==> images/placement.png <==
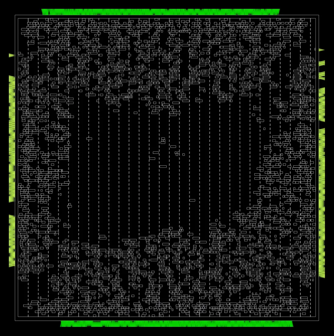
==> images/io_placement.png <==
(1 px per um) Pins as bars across the die edge, other pins in grey.
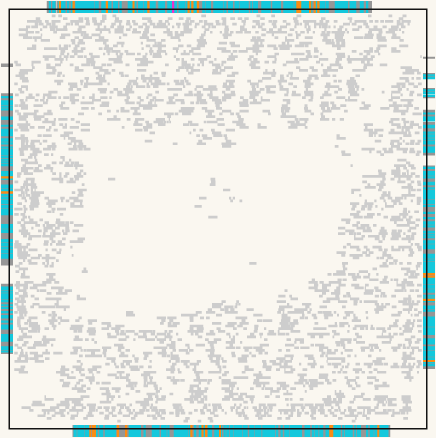
==> images/io_fan.png <==
(1 px per um)
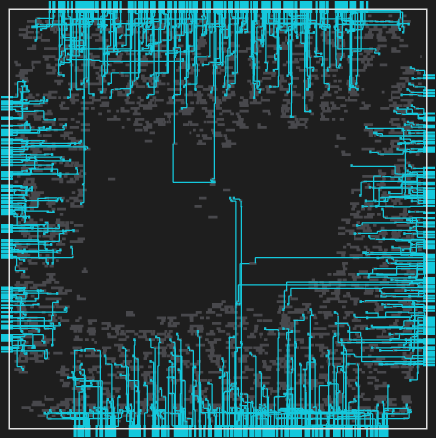
==> src/rtl/cnn_pkg.sv <==
// Shared definitions for the KWS CNN pooling/unpooling stages: default sample width,
// argmax index width helper and the two-state stream FSM encoding.
package cnn_pkg;

  localparam int DEF_DATA_WIDTH = 16;

  typedef enum logic {
    IDLE = 1'b0,
    EMIT = 1'b1
  } state_t;

  // Index width for a pooling window; never narrower than one bit.
  function automatic int idx_width(input int stride);
    return (stride <= 2) ? 1 : $clog2(stride);
  endfunction

endpackage

==> src/rtl/unpool_lane.sv <==
// One channel of the unpooling stage: combinational from held value, held argmax and
// phase to the output sample, plus a flag for an argmax outside the pooling window.
module unpool_lane #(
  parameter int DATA_WIDTH = 16,
  parameter int STRIDE     = 2,
  parameter int IDX_W      = 1
) (
  input  logic [DATA_WIDTH-1:0] held_data,
  input  logic [IDX_W-1:0]      held_idx,
  input  logic [IDX_W-1:0]      ph,
  output logic [DATA_WIDTH-1:0] sample,
  output logic                  oor
);

`ifdef MAXUNPOOL_NEAREST_EN
  // Nearest-neighbour upsampling repeats the value on every phase.
  logic unused_sel;
  assign unused_sel = ^{held_idx, ph};
  assign sample     = held_data;
  assign oor        = 1'b0;
`else
  assign oor    = ({1'b0, held_idx} >= (IDX_W + 1)'(STRIDE));
  assign sample = ((held_idx == ph) && !oor) ? held_data : '0;
`endif

endmodule

==> src/rtl/maxunpool1d_stream.sv <==
// Streaming 1-D max-unpool: each accepted beat becomes STRIDE output beats, 1-cycle latency,
// full throughput; stalls hold outputs stable. MAXUNPOOL_NEAREST_EN selects nearest-neighbour.
module maxunpool1d_stream
  import cnn_pkg::*;
#(
  parameter int DATA_WIDTH = DEF_DATA_WIDTH,
  parameter int CHANNELS   = 32,
  parameter int STRIDE     = 2,
  parameter int IDX_W      = idx_width(STRIDE)
) (
  input  logic                           clk,
  input  logic                           rst_n,
  input  logic                           in_valid,
  output logic                           in_ready,
  input  logic [CHANNELS*DATA_WIDTH-1:0] in_data,
  input  logic [CHANNELS*IDX_W-1:0]      in_idx,
  input  logic                           in_last,
  output logic                           out_valid,
  input  logic                           out_ready,
  output logic [CHANNELS*DATA_WIDTH-1:0] out_data,
  output logic                           out_last,
  output logic                           idx_err
);

  localparam logic [IDX_W-1:0] PH_LAST = IDX_W'(STRIDE - 1);

  state_t                         state;
  state_t                         state_nxt;
  logic [IDX_W-1:0]               ph;
  logic [CHANNELS*DATA_WIDTH-1:0] held_data;
  logic [CHANNELS*IDX_W-1:0]      held_idx;
  logic                           held_last;
  logic [CHANNELS-1:0]            lane_oor;
  logic                           ph_end;
  logic                           accept;
  logic                           out_fire;

  assign ph_end   = (ph == PH_LAST);
  assign accept   = in_valid && in_ready;
  assign out_fire = out_valid && out_ready;

  always_ff @(posedge clk or negedge rst_n) begin
    if (!rst_n) begin
      state <= IDLE;
    end else begin
      state <= state_nxt;
    end
  end

  always_comb begin
    state_nxt = state;
    case (state)
      IDLE:    if (accept) state_nxt = EMIT;
      EMIT:    if (out_fire && ph_end) state_nxt = accept ? EMIT : IDLE;
      default: state_nxt = IDLE;
    endcase
  end

  // Last phase hands over to the next beat in the same cycle, so no bubble between beats.
  always_comb begin
    in_ready  = (state == IDLE) || ((state == EMIT) && ph_end && out_ready);
    out_valid = (state == EMIT);
  end

  always_ff @(posedge clk or negedge rst_n) begin
    if (!rst_n) begin
      ph        <= '0;
      held_data <= '0;
      held_idx  <= '0;
      held_last <= 1'b0;
    end else if (accept) begin
      ph        <= '0;
      held_data <= in_data;
      held_idx  <= in_idx;
      held_last <= in_last;
    end else if (out_fire && !ph_end) begin
      ph <= ph + IDX_W'(1);
    end
  end

  for (genvar c = 0; c < CHANNELS; c++) begin : g_lane
    unpool_lane #(
      .DATA_WIDTH(DATA_WIDTH),
      .STRIDE    (STRIDE),
      .IDX_W     (IDX_W)
    ) u_lane (
      .held_data(held_data[c*DATA_WIDTH +: DATA_WIDTH]),
      .held_idx (held_idx[c*IDX_W +: IDX_W]),
      .ph       (ph),
      .sample   (out_data[c*DATA_WIDTH +: DATA_WIDTH]),
      .oor      (lane_oor[c])
    );
  end

  assign out_last = held_last && ph_end;

`ifdef MAXUNPOOL_NEAREST_EN
  logic unused_oor;
  assign unused_oor = |lane_oor;
  assign idx_err    = 1'b0;
`else
  // Flag is raised while the offending beat is held; it stays set until reset.
  always_ff @(posedge clk or negedge rst_n) begin
    if (!rst_n) begin
      idx_err <= 1'b0;
    end else if ((state == EMIT) && (|lane_oor)) begin
      idx_err <= 1'b1;
    end
  end
`endif

endmodule

==> config.mk <==
export PLATFORM = sky130hd
export DESIGN_NAME = maxunpool1d_stream
export DESIGN_NICKNAME = d
export VERILOG_FILES = /design/src/rtl/cnn_pkg.sv /design/src/rtl/unpool_lane.sv /design/src/rtl/maxunpool1d_stream.sv
export SDC_FILE = /design/constraint.sdc
export NUM_CORES = 1
export LEC_CHECK = 0
export CAP_MARGIN = 20
export CORE_AREA = 4 4 412 414
export CTS_CLUSTER_SIZE = 14
export DETAILED_ROUTE_END_ITERATION = 10
export DIE_AREA = 0 0 416 418
export PLACE_DENSITY_LB_ADDON = 0.1
export SKIP_CTS_REPAIR_TIMING = 1
export SYNTH_ARGS = -nofsm -noshare
export SYNTH_HDL_FRONTEND = slang
export SYNTH_SLANG_ARGS = --single-unit
==> constraint.sdc <==
create_clock -name clk -period 2.9 [get_ports clk]
set_clock_uncertainty 0.05 [all_clocks]
set_input_delay 0.435 -clock clk [delete_from_list [all_inputs] [get_ports clk]]
set_output_delay 0.435 -clock clk [all_outputs]
set_load 0.02 [all_outputs]
==> summary.txt <==
Least-Margin Pin Slew = 757 ps
critical path data required time = 2410 ps
H-tree Lvls = 3
yosys warns = 0
Final TNS setup = 0 ps
GPL Wtd Cong = 0.815
worst min path class = in2async
crit path DAT = 2310 ps
Yosys Chip Area = 24200 um^2
Hold Slack = 289 ps
via count = 18191
Peak VDD IR = 0.571 mV
final wirelength = 121000 um
total CTS buffers = 77
RSZ-0062 raised after global routing = true
CP cell instances = buf_12 > xnor2_2 > buf_12 > and2_1 > dlymetal6s2s_1
WL/cell = 23.4 um
Post-DRT Antenna Nets = 0
ys cells = 1743
placed cells = 5008
power per cell area = 1330 nW/um^2
clk ins delay skew pair = 640 ps
largest net degree at the start of global routing = 67
worst setup margin = 102 ps
die height = 418 um
initial antenna violation count = 57
final instance area = 41900 um^2
Synth Seq Share = 0.566
Max clock buf depth = 3
Final Core Density = 0.252
Syn Std Cell Area = 24200 um^2
Power Total = 55.9 mW
Post-Synthesis Net Count = 2292
detailed router's first-iteration violation count = 544
most area-consuming cells after synthesis = dfrtp_1, mux2_2, and2_1
Synth Area per Inst = 13.9 um^2
min cycle time layout = 2800 ps
Top cell excl fill/tap = clkdlybuf4s50_1
Setup WS pre-CTS = 313 ps
max cap viols = 0
distinct cell type count after synthesis = 17
most used cell, CP = buf_12
FP Util = 0.145
global-route wire length before repair = 166000 um
chip area = 174000 um^2
First-pass DRT Iterations = 4
Final Hold Viols = 0
Leakage = 23.0 nW
Synth area leader = dfrtp_1
CTS clk-pin slew, worst paths = 60 ps
GRT Util Overall = 0.134
Slew Viols, Final = 0
#FFs+latches synth = 547
number of logged tool warnings = 27
CTS tree = done
slowest stage delay, CP = 500 ps
io pins = 1065
cells after synthesis = 1743
share of cells above drive strength 1 = 0.275
DP Area = 38100 um^2
I/O Buffers = 1063
routed vias/inst = 3.51
status = completed
Final HPWL DP = 95000 um
number of global-route vias before repair = 20459
crit path max fanout = 16
slowest CP cell = dfrtp_4
area grow syn2layout = 73.3%
critical path type = reg2out
die width = 416 um
Residual DRC = 0
most frequent cells in the layout = clkdlybuf4s50_1, dfrtp_1, and2_1, mux2_2, dlymetal6s2s_1
Crit. End Element = output pin
final layout net count = 3438
Sink Count = 547
Rel. slew slack = 0.496
final setup fails = 0
fmax = 357 MHz
Worst Setup Start Kind = flop
Max-area cell share = 0.566
fin crit share = 0.965
GR Overflow Total = 0
root buf cell = clkbuf_16
Notes on placement.png above:
Cell Count, Final, Fillers Out: 5183
row cnt: 150
core area: 166000 um^2
FILL cells: 17572
tap cells: 2204

Notes on io_placement.png above:
cyan -> `out_data`  # pins 512, direction output, edge 165 top, 156 bottom, 105 right, 86 left
orange -> `in_idx`  # pins 32, direction input, edge 14 top, 12 bottom, 4 right, 2 left
magenta -> `in_ready`  # pins 1, direction output, edge top
all pins by edge = 350 top, 344 bottom, 192 right, 179 left

Notes on io_fan.png above:
cyan -> `out_data`  # bits 512, direction output, edge 165 top, 156 bottom, 105 right, 86 left, end cells 512, buffers 512, wire 27.5 mm

critical path: cells and delay by family (launching register included):
| family | cells | cell delay, ps |
|---|---|---|
| xor gates and xnor gates | 1 | 260 |
| buffers and inverters | 3 | 640 |
| DFF | 1 | 500 |
| and+or+nand+nor | 1 | 250 |
power breakdown:
part | switching (mW) | internal (mW)
Sequential | 2.31 | 11.5
Combinational | 16.9 | 15.6
Clock | 3.87 | 5.71
area by class of cell:
cell class | instances | area [um^2] | area share
Antenna cell | 35 | 87.6 | 0.00209
Sequential cell | 547 | 13700 | 0.327
Timing Repair Buffer | 1164 | 12900 | 0.308
Inverter | 1 | 3.75 | 0.0000895
Clock buffer | 112 | 2190 | 0.0522
Clock inverter | 22 | 309 | 0.00737
Tap cell | 2204 | 2760 | 0.0658
Multi-Input combinational cell | 1098 | 9980 | 0.238
final timing paths:
path,start,endpoint,cells after the start,slack (ps)
max,ph,out_data[406],5,100
min,rst_n,held_data[335],2,290
max reg2reg,ph,held_data[280],6,600
min reg2reg,held_data[55],held_data[55],1,440
max in group asynchronous,rst_n,held_data[95],4,1510
min in group clk,in_data[73],held_data[73],2,330
synthesized netlist by cell type (all sizes together):
cell type  number
dfrtp         547
mux2          545
and2          513
buf            65
clkbuf         32
xnor2          32
nand2           3
o21ai           2
a21bo           1
conb            1
inv             1
nor2b           1
per-layer routing:
layer	vias up	share of wire	wire length, um	track usage
met5	-	0.00062	75	0
met4	12	0.030	3670	0.0539
met3	173	0.074	8960	0.0479
met2	630	0.54	64800	0.243
met1	9218	0.36	43500	0.140
li1	8158	-	-	-
logic make-up (layout without fill, tap and decap cells):
kind of cell           after synthesis  in the layout  synth area share
XOR/XNOR                            32             32            0.0116
multiplexers                       545            545             0.261
flip-flops                         547            547             0.566
buffers and inverters               98           1299            0.0263
AND-OR/OR-AND                        3              3           0.00109
other                                1             36          0.000155
AND/OR/NAND/NOR                    517            517             0.134
flip-flops by register name, summed over array words and instances, names as in the netlist:
signal	cells
out_valid	1
held_data	512
held_last	1
held_idx	32
ph	1
No activity file was given, so power comes from the tool's default toggle rates.
